**M2 wires**

(3 px per um) Cells faint in the background.
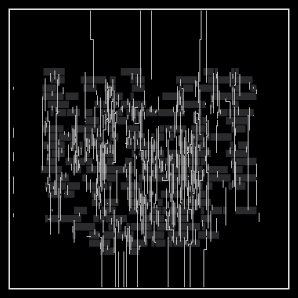
**Logic cells by family**

(4 px per um)
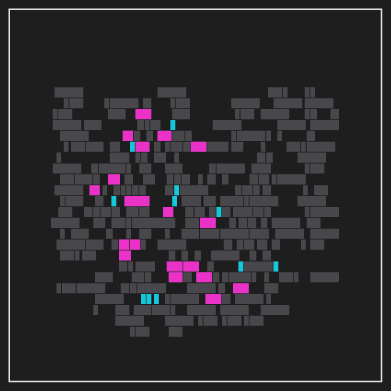
**Congestion heat map**

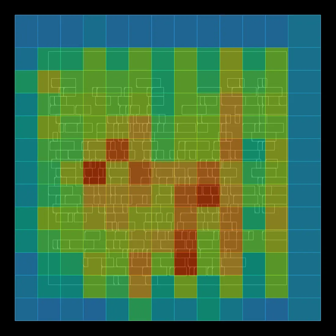
[config.mk]
export PLATFORM = sky130hd
export DESIGN_NAME = adc_capture
export DESIGN_NICKNAME = d
export VERILOG_FILES = /design/src/rtl/adc_pkg.sv /design/src/rtl/adc_lane.sv /design/src/rtl/adc_capture.sv
export SDC_FILE = /design/constraint.sdc
export NUM_CORES = 1
export LEC_CHECK = 0
export ABC_CLOCK_PERIOD_IN_PS = 5440
export CAP_MARGIN = 25
export CORE_MARGIN = 10
export CORE_UTILIZATION = 45
export DETAILED_ROUTE_END_ITERATION = 7
export DONT_BUFFER_PORTS = 1
export PLACE_DENSITY = 0.65
export SLEW_MARGIN = 40
export SYNTH_ARGS = -nofsm -noshare
export SYNTH_HDL_FRONTEND = slang
export SYNTH_SLANG_ARGS = --single-unit
[constraint.sdc]
create_clock -name clk_in -period 5.44 [get_ports clk_in]
set_input_delay 0.816 -clock clk_in [delete_from_list [all_inputs] [get_ports clk_in]]
set_output_delay 0.816 -clock clk_in [all_outputs]
set_load 0.02 [all_outputs]
[src/rtl/adc_pkg.sv]
`default_nettype none
// +--------------------------------------------------------------------------+
// | adc_pkg : shared constants and helpers for the adc_capture front end     |
// | Rev 1.0                                                                  |
// +--------------------------------------------------------------------------+
package adc_pkg;

   localparam int AVG_LOG2_MAX = 4;

   // Bit position of channel k inside a packed multi-lane bus
   function automatic int lane_lsb(input int k, input int w);
      return k * w;
   endfunction

   // Clamp a signed value into the unsigned range [0, 2^w-1]
   function automatic logic [31:0] sat_clamp(input logic signed [33:0] v, input int unsigned w);
      logic signed [33:0] hi;
      hi = (34'sd1 <<< w) - 34'sd1;
      if (v < 34'sd0)
         sat_clamp = '0;
      else if (v > hi)
         sat_clamp = hi[31:0];
      else
         sat_clamp = v[31:0];
   endfunction

endpackage
`default_nettype wire

[src/rtl/adc_lane.sv]
`default_nettype none
// +--------------------------------------------------------------------------+
// | adc_lane : one channel - capture (ADC_BIT_REVERSE_EN), offset/sat, avg   |
// | Rev 1.0                                                                  |
// +--------------------------------------------------------------------------+
module adc_lane
   import adc_pkg::*;
#(
   parameter int DATA_W   = 12,
   parameter int AVG_LOG2 = 0
) (
   input  logic              clk_in,
   input  logic              rst_n,
   input  logic              cap_en,
   input  logic              sat_en,
   input  logic              acc_en,
   input  logic              acc_last,
   input  logic [DATA_W-1:0] lane_in,
   input  logic [DATA_W-1:0] offset_in,
   output logic [DATA_W-1:0] result
);

   localparam int ACC_W = DATA_W + AVG_LOG2;

   logic [DATA_W-1:0]        lane_cap;
   logic [DATA_W-1:0]        cap_q, cap_d;
   logic [DATA_W-1:0]        sat_q, sat_d;
   logic [ACC_W-1:0]         acc_q, acc_d;
   logic [ACC_W-1:0]         acc_sum;
   logic signed [DATA_W+1:0] sum;

`ifdef ADC_BIT_REVERSE_EN
   always_comb begin
      lane_cap = '0;
      for (int i = 0; i < DATA_W; i++)
         lane_cap[i] = lane_in[DATA_W-1-i];
   end
`else
   assign lane_cap = lane_in;
`endif

   always_comb begin
      cap_d   = cap_en ? lane_cap : cap_q;
      // Two guard bits keep the signed sum free of wrap-around before clamping
      sum     = $signed({2'b00, cap_q}) + $signed({{2{offset_in[DATA_W-1]}}, offset_in});
      sat_d   = sat_en ? DATA_W'(sat_clamp(34'(sum), DATA_W)) : sat_q;
      acc_sum = acc_q + ACC_W'(sat_q);
      acc_d   = acc_q;
      if (acc_en)
         acc_d = acc_last ? '0 : acc_sum;
   end

   assign result = acc_sum[ACC_W-1:AVG_LOG2];

   always_ff @(posedge clk_in) begin
      if (!rst_n) begin
         cap_q <= '0;
         sat_q <= '0;
         acc_q <= '0;
      end else begin
         cap_q <= cap_d;
         sat_q <= sat_d;
         acc_q <= acc_d;
      end
   end

endmodule
`default_nettype wire

[src/rtl/adc_capture.sv]
`default_nettype none
// +--------------------------------------------------------------------------+
// | adc_capture : multi-lane ADC front end, divider + averaging + out buffer |
// | Rev 1.0  (optional lane bit reversal: ADC_BIT_REVERSE_EN)                |
// +--------------------------------------------------------------------------+
module adc_capture
   import adc_pkg::*;
#(
   parameter int DATA_W   = 12,
   parameter int CH_NUM   = 1,
   parameter int SAMP_DIV = 1,
   parameter int AVG_LOG2 = 0
) (
   input  logic                     clk_in,
   input  logic                     rst_n,
   input  logic [CH_NUM*DATA_W-1:0] ad_data,
   input  logic [CH_NUM*DATA_W-1:0] ch_offset,
   output logic                     ad_clk,
   output logic [CH_NUM*DATA_W-1:0] wave_ch,
   output logic                     wave_valid,
   input  logic                     wave_ready,
   output logic                     ovf
);

   localparam int              DIV_W    = (SAMP_DIV > 1) ? $clog2(SAMP_DIV) : 1;
   localparam int              CNT_W    = (AVG_LOG2 > 0) ? AVG_LOG2 : 1;
   localparam logic [DIV_W-1:0] DIV_LAST = DIV_W'(SAMP_DIV - 1);
   localparam logic [CNT_W-1:0] AVG_LAST = CNT_W'((1 << AVG_LOG2) - 1);

   logic [DIV_W-1:0]         div_cnt_q, div_cnt_d;
   logic                     strobe;
   logic                     cap_vld_q, cap_vld_d;
   logic                     sat_vld_q, sat_vld_d;
   logic [CNT_W-1:0]         avg_cnt_q, avg_cnt_d;
   logic                     avg_last;
   logic                     res_vld;
   logic                     res_load;
   logic [CH_NUM*DATA_W-1:0] res_ch;
   logic [CH_NUM*DATA_W-1:0] wave_ch_q, wave_ch_d;
   logic                     wave_valid_q, wave_valid_d;
   logic                     ovf_q, ovf_d;

   generate
      for (genvar k = 0; k < CH_NUM; k++) begin : g_lane
         adc_lane #(
            .DATA_W   (DATA_W),
            .AVG_LOG2 (AVG_LOG2)
         ) u_lane (
            .clk_in    (clk_in),
            .rst_n     (rst_n),
            .cap_en    (strobe),
            .sat_en    (cap_vld_q),
            .acc_en    (sat_vld_q),
            .acc_last  (avg_last),
            .lane_in   (ad_data[lane_lsb(k, DATA_W) +: DATA_W]),
            .offset_in (ch_offset[lane_lsb(k, DATA_W) +: DATA_W]),
            .result    (res_ch[lane_lsb(k, DATA_W) +: DATA_W])
         );
      end
   endgenerate

   always_comb begin
      strobe    = (div_cnt_q == DIV_LAST);
      div_cnt_d = strobe ? '0 : div_cnt_q + DIV_W'(1);
      cap_vld_d = strobe;
      sat_vld_d = cap_vld_q;
      avg_last  = (avg_cnt_q == AVG_LAST);
      avg_cnt_d = avg_cnt_q;
      if (sat_vld_q)
         avg_cnt_d = avg_last ? '0 : avg_cnt_q + CNT_W'(1);
      res_vld      = sat_vld_q && avg_last;
      // A result is taken when the buffer is empty or being drained this edge
      res_load     = res_vld && (!wave_valid_q || wave_ready);
      wave_ch_d    = res_load ? res_ch : wave_ch_q;
      wave_valid_d = res_load || (wave_valid_q && !wave_ready);
      ovf_d        = ovf_q || (res_vld && wave_valid_q && !wave_ready);
   end

   always_ff @(posedge clk_in) begin
      if (!rst_n) begin
         div_cnt_q    <= '0;
         cap_vld_q    <= 1'b0;
         sat_vld_q    <= 1'b0;
         avg_cnt_q    <= '0;
         wave_ch_q    <= '0;
         wave_valid_q <= 1'b0;
         ovf_q        <= 1'b0;
      end else begin
         div_cnt_q    <= div_cnt_d;
         cap_vld_q    <= cap_vld_d;
         sat_vld_q    <= sat_vld_d;
         avg_cnt_q    <= avg_cnt_d;
         wave_ch_q    <= wave_ch_d;
         wave_valid_q <= wave_valid_d;
         ovf_q        <= ovf_d;
      end
   end

   generate
      if (SAMP_DIV == 1) begin : g_clk_fwd
         assign ad_clk = clk_in;
      end else begin : g_clk_div
         logic ad_clk_q, ad_clk_d;
         always_comb ad_clk_d = (div_cnt_d >= DIV_W'(SAMP_DIV / 2));
         always_ff @(posedge clk_in) begin
            if (!rst_n)
               ad_clk_q <= 1'b0;
            else
               ad_clk_q <= ad_clk_d;
         end
         assign ad_clk = ad_clk_q;
      end
   endgenerate

   assign wave_ch    = wave_ch_q;
   assign wave_valid = wave_valid_q;
   assign ovf        = ovf_q;

endmodule
`default_nettype wire
==> results_slide.txt <==
Implementation Results

Detailed routing
  • Routed met1 length: ~2.5 mm
  • Uppermost routed layer: met4
  • Total iterations of the first detailed-routing run: 4
  • Vias: between 1500 and 2000
  • Number of antenna-violating nets in the routed design: 0

Clocking
  • Setup repair bufs after CTS: 0
  • Clock transition time at the flip-flop clock pins of the worst setup and hold paths: 0.08 ns
  • Clk ins delay skew pair: ~0.3 ns
  • CTS Buffer Depth: 2
  • Resized cells post-CTS: 0
  • CTS Hold Bufs: 0
  • Clock tree from TritonCTS: built
  • Clk sink count: between 40 and 50

Logic synthesis
  • Yosys reg bits: just over 40
  • Post-synthesis instance area: about 2400 um^2
  • Sequential cell area fraction in the yosys report: between 30% and 40%
  • Number of synthesized flops with an enable pin: 0
  • Most instantiated library cell after synthesis: sky130_fd_sc_hd__dfxtp_1
  • Average footprint of a synthesized cell: 9.00 um^2
  • Synth Flop Type: sky130_fd_sc_hd__dfxtp_1

Cells and area
  • Count of nets after finishing: between 200 and 300
  • Area used by multi-input combinational logic: approximately 1500 um^2
  • Area Growth Syn to Fin: 6.06%
  • Clk cell area share: 4.77%
  • Most common cell after layout, fill and taps aside: sky130_fd_sc_hd__dfxtp_1
  • Number of antenna diodes: 0
  • Bufs w/o clock: 0

Die
  • Core utilization before placement: 46.5%
  • Horizontal die dimension: 92.7 um
  • N_taps: about 70
  • Die Y-Extent: 92.7 um
  • Total number of placement rows: 26

STA
  • Slew headroom: 49.4%
  • Final setup violating endpoints: 0
  • Skew final: roughly 0.0076 ns
  • Total negative slack for setup checks: 0 ns
  • Max-slew violations: 0

Pwr
  • Switching power: 194 uW
  • Combinational gate power: between 100 and 150 uW
  • Relative contribution of the clock network to total power: between 30% and 40%
  • Group drawing the most power: registers
  • Static Leak: ~0.0011 uW
  • Internal power consumption: between 500 and 600 uW
  • Max IR drop VDD: 0.000124 V
  • Pwr per Cell Area: between 200 and 300 nW/um^2
  • Clock network power: 257 uW

Global route
  • Residual overflow from global routing: 0
  • Initial antenna violation count: 0
  • Global Route met2 Usage: about a fifth
  • Maximum number of pins on one net before global-route repair: 34
  • Via count of the first global-routing pass: ~1800
  • Wire length of the first global-routing pass: a little under 9 mm
  • Grt peak-use layer: met2

Place
  • Final HPWL DP: 4.01 mm
  • Gp weighted congestion: roughly 0.86

Hold path
  • Cells on Worst Hold Path: 2
  • Kind of path behind the tightest hold check: reg2reg

Critical path
  • Number of cells on the worst reg-to-reg path: 9
  • Critical-path maximum fanout: 2
  • Stages on the worst setup path: 0
  • FF-to-FF Start: g_lane[0].u_lane.cap_q[0]
  • Flop2flop setup slack: ~2.7 ns
  • Data required time at the worst endpoint: ~4.6 ns

Run
  • Total tool warning count: 27

Status
  • Status: finished, final reports clean
About 'M2 wires':
nets with wire on the layer: 248
main direction: vertical
wire length on this layer: 2320 um

About 'logic cells by family':
[cyan] inv cells | cells: 11 | most used: inv_1
[magenta] non-inverting ao/oa cells | cells: 19 | most used: o2111a_1

About 'congestion heat map':
met3 Resource Use GR: 5.17%
overall global routing resource usage: 12.4%
met1 GRT Util: 15.6%
wire per inst: 16.2 um
Final Core Density: 49.3%

## logic make-up after synthesis
family	count (synthesis)	synth area share (%)
multiplexers	26	11.1
flip-flops	41	34.5
AND-OR/OR-AND	62	21.5
XOR/XNOR	5	1.84
other	1	0.158
adder cells (fa/ha/maj)	14	7.69
AND/OR/NAND/NOR	91	18.7
buffers and inverters	24	4.42
## stage by stage
stage          worst slack (ns)  cell area [um^2]  hold WS, ns  total power (uW)  instances
6_report                   1.90              2520        0.496               709        329
3_3_place_gp               1.90              2400        0.467               455        321
2_1_floorplan              1.77              2380        0.452               457        264
5_1_grt                    1.90              2520        0.530               745        329
4_1_cts                    1.90              2520        0.502               717        329
3_5_place_dp               1.90              2400        0.480               457        321
Power figures rest on the tool's default switching activity, not on a simulated workload.
